==> config.mk <==
export PLATFORM = sky130hd
export DESIGN_NAME = alu_issue_stage_flat
export DESIGN_NICKNAME = d
export VERILOG_FILES = /design/src/rtl/alu_issue_stage_if.sv /design/src/rtl/alu_issue_stage.sv /design/src/flat_wrapper.sv
export SDC_FILE = /design/constraint.sdc
export NUM_CORES = 1
export LEC_CHECK = 0
export CORE_AREA = 2 2 181 183
export CTS_BUF_LIST = sky130_fd_sc_hd__clkbuf_4
export DETAILED_ROUTE_END_ITERATION = 7
export DIE_AREA = 0 0 183 185
export MAX_ROUTING_LAYER = met4
export PLACE_DENSITY = 0.59
export SETUP_SLACK_MARGIN = 0.15
export SLEW_MARGIN = 25
export SYNTH_ARGS = -nofsm -noshare
export SYNTH_HDL_FRONTEND = slang
export SYNTH_SLANG_ARGS = --single-unit
==> constraint.sdc <==
create_clock -name clk -period 2.02 [get_ports clk]
set_input_delay 0.202 -clock clk [delete_from_list [all_inputs] [get_ports clk]]
set_output_delay 0.202 -clock clk [all_outputs]
set_load 0.005 [all_outputs]
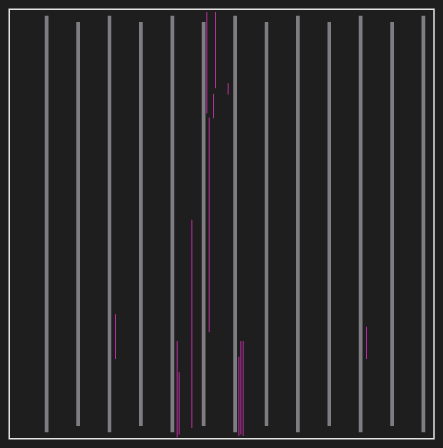
run_1/met4.png
Supply wires on this layer in grey.
longest straight run	92.5 um
main direction	vertical
nets with wire on the layer	10
share of all routed wire	1.8%
wire length on this layer	489 um
WL final: 26400 um
Vias: 6129

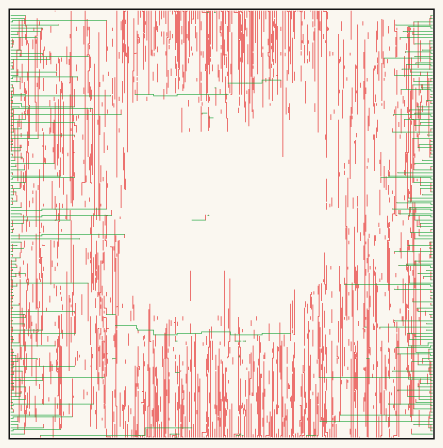
run_1/metal_stack.png
Only two layers are drawn.
layer	colour	wire length
met3	green	2670 um
met2	red	12800 um
GRT Util Overall: 15.7%
DR WL/cell: 18.6 um

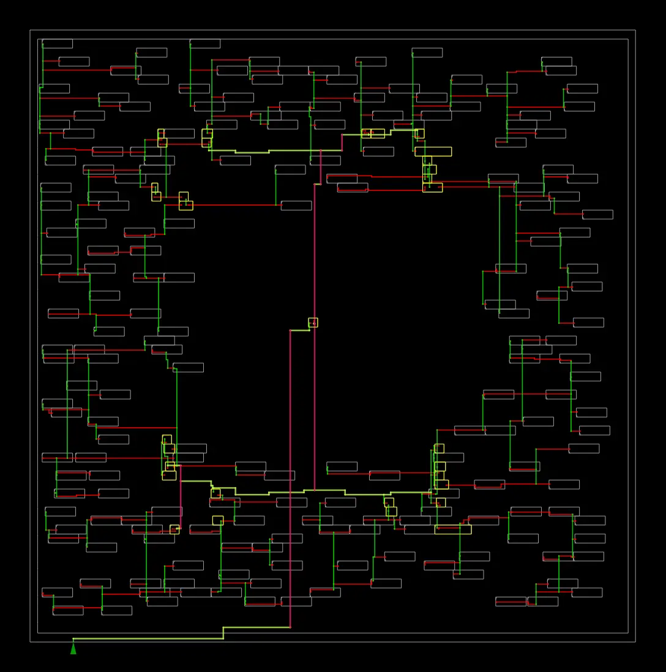
run_1/final_clocks.png
Worst-Skew Late Latency: 0.59 ns
P_clk: 2370 uW
Setup Skew: 0.0220 ns

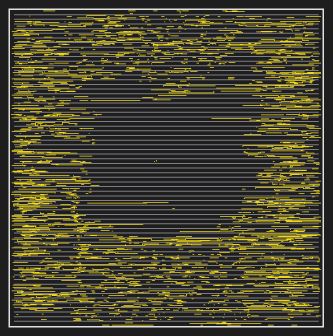
run_1/met1.png
Supply wires on this layer in grey.
wire length on this layer	10400 um
longest straight run	53.4 um
share of all routed wire	39%
global routing usage on met1: 17.4%

==> flow_summary.yaml, run 1 <==
# physical design summary
setup_path:
  end_kind: "flip-flop"
  worst_ep_required_time_ns: 2.50
  criticalPathCategory: "reg -> reg"
  rrSetupSlack_ns: 0.23
  max_stage_delay_ns: 0.43
  worst-path-stages: 5
  worst-path-buf-inv: 2
  cp-start-kind: "flip-flop"
  worst-r2r-cell-count: 5
  worstPathMaxFanout: 47
  cp_cell_sequence: "buf_4, nor2b_1, nor3b_4, clkbuf_16, mux2_2"
floorplan:
  core_region_area_um2: 32000
  die_y_um: 185
  core_util_floorplan_pct: 26.1
  die_w_um: 183
placed_design:
  place_ws_ns: 0.118
  dp.cells: 1382
  place_area_um2: 13500
  hpwlAfterDp_um: 20300
finish:
  drive_gt1_share_pct: 24.6
  fin_util_pct: 43.5
  stdcell_count: 1421
  seq_share_pct: 35.9
  flops: 200
  nNonClkBuffers: 487
  n_antenna_cell: 2
  final_area_um2: 13900
  flop_area_um2: 5000
  fill_cells: 3053
  clock_buffers: 17
  largestClassByArea: "sequential cells"
  final_common_cell: "clkdlybuf4s50_1"
  syn2layout_area_growth_pct: 66.4
  mi_logic_area_um2: 3130
logic_synthesis:
  syn-num-nets: 794
  syn_area_um2: 8370
  synth-edff-count: 0
  mux_share_pct: 35.1
  synth.avg_cell_area_um2: 16.1
  async_flop_share_pct: 100
  netlist_instances: 521
  xor_area_share_pct: 0
  ys_seq_share_pct: 59.8
  synth-simple-area-share_pct: 1.23
global_routing:
  antenna_found_initial: 3
  use_met3_pct: 6.45
  grt_max_degree: 64
  overflow: 0
  grt_pass1_vias: 6599
power_and_ir_drop:
  ir_worst_vdd_mv: 0.377
clocking:
  clk_pin_slew_ns: 0.18
  hold_buffers: 2
  cts_setup_buffers: 2
  htreeDepth: 4
  clock_path_buffers: 2
  cts_resized: 3
  root_buffer: "clkbuf_4"
  clock-sinks: 200
final_timing:
  tns_ns: 0
  hold_slack_ns: 0.165
  setup_viol: 0
  setup_ws_ns: 0.226
  period_used_pct: 88.8
  rsz0062_at_grt: "true"
  drv_slew: 0
detailed_routing:
  drt_iter0_markers: 121
  drcViolationCount: 0
job:
  drv_cap: 0
  tool_warnings: 29
run_status:
  status: "finished clean"
## run 1: synthesized netlist by cell type (2+ instances only)
cell type  instances  area, um^2
nand2_1            2        7.51
nor2b_1            2        12.5
mux2i_1            2        20.0
dfrtp_1          200        5000
nor2_1             6        22.5
buf_6             14         158
inv_1              5        18.8
buf_2             14        70.1
mux2_2           193        2170
mux2_1            66         743
ha_1               3        37.5
## run 1: layer usage
metal | up-vias | routed length [um]
li1 | 2809 | -
met1 | 2995 | 10400
met2 | 297 | 12800
met3 | 28 | 2670
met4 | 0 | 488
met5 | - | 0
## run 1: report_power, final
group / switching (uW) / internal [uW] / leakage [uW]
combinational: 948 / 2260 / 0.00322
clock: 1570 / 798 / 0.000173
sequential: 360 / 4710 / 0.00236
total: 2880 / 7760 / 0.00575
==> inputs of run 2 (changes only) <==
--- a/config.mk
+++ b/config.mk
@@ -11,6 +11,7 @@
 export DIE_AREA = 0 0 183 185
 export MAX_ROUTING_LAYER = met4
 export PLACE_DENSITY = 0.59
+export REMOVE_ABC_BUFFERS = 1
 export SETUP_SLACK_MARGIN = 0.15
 export SLEW_MARGIN = 25
 export SYNTH_ARGS = -nofsm -noshare
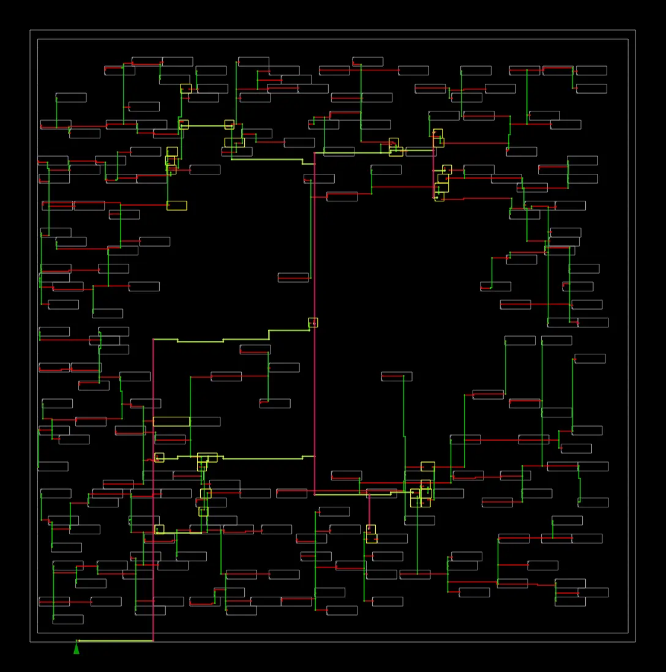
run_2/final_clocks.png
Sink Count: 200
P_clk: 2340 uW
clk_buf instances: 17
Setup Skew: 0.0239 ns

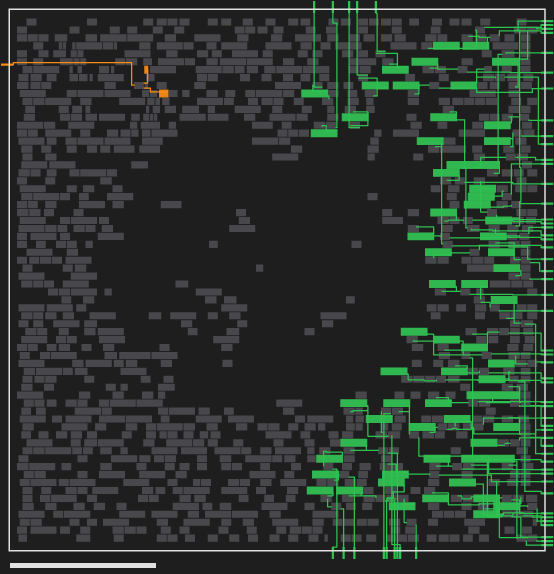
run_2/port_nets.png
Scale bar: 50 um.
port	colour	direction	end cells	buffers	wire
bus_alu_b	green	output	64	64	2420 um
bus_in_valid	orange	input	2	1	66.2 um
I/O pin count: 470
PortBufs: 468

==> flow_summary.yaml, run 2 <==
# physical design summary
detailed_routing:
  wl_per_cell_um: 18.9
  wl_met1_um: 10700
  firstDrtPassIters: 4
  drtAntennaViolNets: 0
  drcViolationCount: 0
  wl_met2_um: 13400
  drt_iter0_markers: 195
  routed.top_layer: "met4"
  wl_met3_um: 2630
  vias_per_cell: 4.30
power_and_ir_drop:
  p_total_uw: 10600
  ir_worst_vdd_mv: 0.438
  power_density_nw_per_um2: 759
  leakage_uw: 0.00579
final_timing:
  drv_slew: 0
  hold_slack_ns: 0.118
  hold_violations: 0
  min_period_ns: 1.75
  tns_ns: 0
  rsz0062_at_grt: "false"
  setup_viol: 0
  setup_ws_ns: 0.272
  period_used_pct: 86.6
  fmax_ghz: 0.572
placed_design:
  place_ws_ns: 0.116
  globalplace.congestion: 0.739
  place_area_um2: 13600
  hpwlAfterDp_um: 20700
  dp.cells: 1385
setup_path:
  worstPathArrival_ns: 2.25
  worstPathMaxFanout: 30
  rrSetupSlack_ns: 0.27
  critical_path.top_delay_family: "buffers and inverters"
  max_stage_delay_ns: 0.42
  end_kind: "flip-flop"
  cp_cell_sequence: "buf_4, nor2b_1, nor3b_4, buf_12, buf_12, mux2_2"
  cp_common_cell: "buf_12"
  criticalPathCategory: "reg -> reg"
  worst-path-stages: 6
  cp-start-kind: "flip-flop"
  cp_slowest_cell: "dfrtp_1"
  worst_ep_required_time_ns: 2.52
  worst-r2r-cell-count: 6
  worst-path-buf-inv: 3
logic_synthesis:
  xor_area_share_pct: 0
  synth-edff-count: 0
  top_cell: "dfrtp_1"
  syn_area_um2: 8370
  ys_cells: 521
  top_area_share_pct: 59.8
  aoi_share_pct: 0.389
  netlist_instances: 521
  top_cells_by_count: "200 x dfrtp_1, 193 x mux2_2, 66 x mux2_1, 14 x buf_2, 14 x buf_6"
  ys_seq_share_pct: 59.8
  async_flop_share_pct: 100
  ys_ff: 200
  yosys.area_share.adder_pct: 0.448
  synth.distinct_cells: 25
  synth_warnings: 0
  mux_share_pct: 35.1
  yosys_most_used_dff: "dfrtp_1"
  yosys-top-cells-area: "dfrtp_1 60%, mux2_2 26%, mux2_1 8.9%, buf_6 1.9%, buf_2 0.84%"
  synthTopLogicFamily: "multiplexers"
  synth-simple-area-share_pct: 1.23
  synth.avg_cell_area_um2: 16.1
  yosys.area.top_type: "dfrtp_1"
  yosys.stat.chipArea_um2: 8370
global_routing:
  overflow: 0
  grt_pass1_wl_um: 39100
  grt_max_degree: 58
  grt-busiest-layer: "met2"
  antenna_found_initial: 1
  grt_pass1_vias: 6480
  gr-usage-all-layers_pct: 16.1
  gr-usage-met2_pct: 26.9
  use_met3_pct: 6.39
  use_met1_pct: 18.1
finish:
  stdcell_count: 1424
  layout.nets: 1275
  fin_util_pct: 43.6
  final_common_cell: "clkdlybuf4s50_1"
  syn2layout_area_growth_pct: 67.0
  drive_gt1_share_pct: 24.9
  final_area_um2: 14000
  fill_cells: 3013
  lay_top_cells: "446 x clkdlybuf4s50_1, 200 x dfrtp_1, 193 x mux2_2, 66 x mux2_1, 17 x clkbuf_4"
hold_path:
  holdCritPathClass: "in -> async"
floorplan:
  core_util_floorplan_pct: 26.1
  die_w_um: 183
  core_region_area_um2: 32000
  die_y_um: 185
  rows: 66
  fp.dieArea_um2: 33900
job:
  drv_cap: 0
  tool_warnings: 28
clocking:
  hold_buffers: 1
  clock_path_buffers: 2
  cts_resized: 7
  cts_setup_buffers: 2
  cts_made_buffers: 17
  cts_tree: "done"
  htreeDepth: 4
  root_buffer: "clkbuf_4"
  clk_pin_slew_ns: 0.19
  clock_latency_ns: 0.61
run_status:
  status: "finished clean"
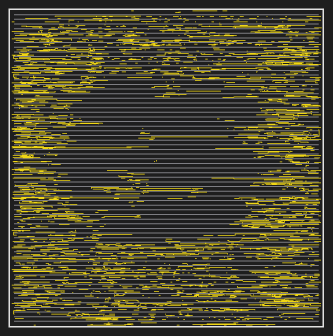
run_2/met1.png
Supply wires on this layer in grey.
share of all routed wire	40%
wire length on this layer	10700 um
main direction	horizontal
nets with wire on the layer	1088
Vias: 6123
WL final: 26900 um

run 2: netlist changes by cell type in the layout (fill, tap and decap cells not counted), sizes merged:
cell / before / now
clkdlybuf4s50: 453 / 446
buf: 18 / 22
dlygate4sd2: 2 / 6
dlymetal6s2s: 10 / 13
bufinv: 2 / 1
clkinv: 6 / 7
diode: 2 / 1
run 2: final cells by class:
class	count	area, um^2	share of cell area, %
inverter	5	18.8	0.134
multi-input combinational	287	3130	22.4
clock inverter	15	183	1.31
clock buffer	17	128	0.913
antenna	1	2.50	0.0179
sequential	200	5000	35.8
tap	408	510	3.65
timing repair buffer	491	5010	35.8
run 2: report_power, final:
group          internal (uW)  switching (uW)
clock                    691            1650
sequential              4710             364
combinational           2260             950
total                   7660            2960
Power is estimated from default activity; no workload was simulated.
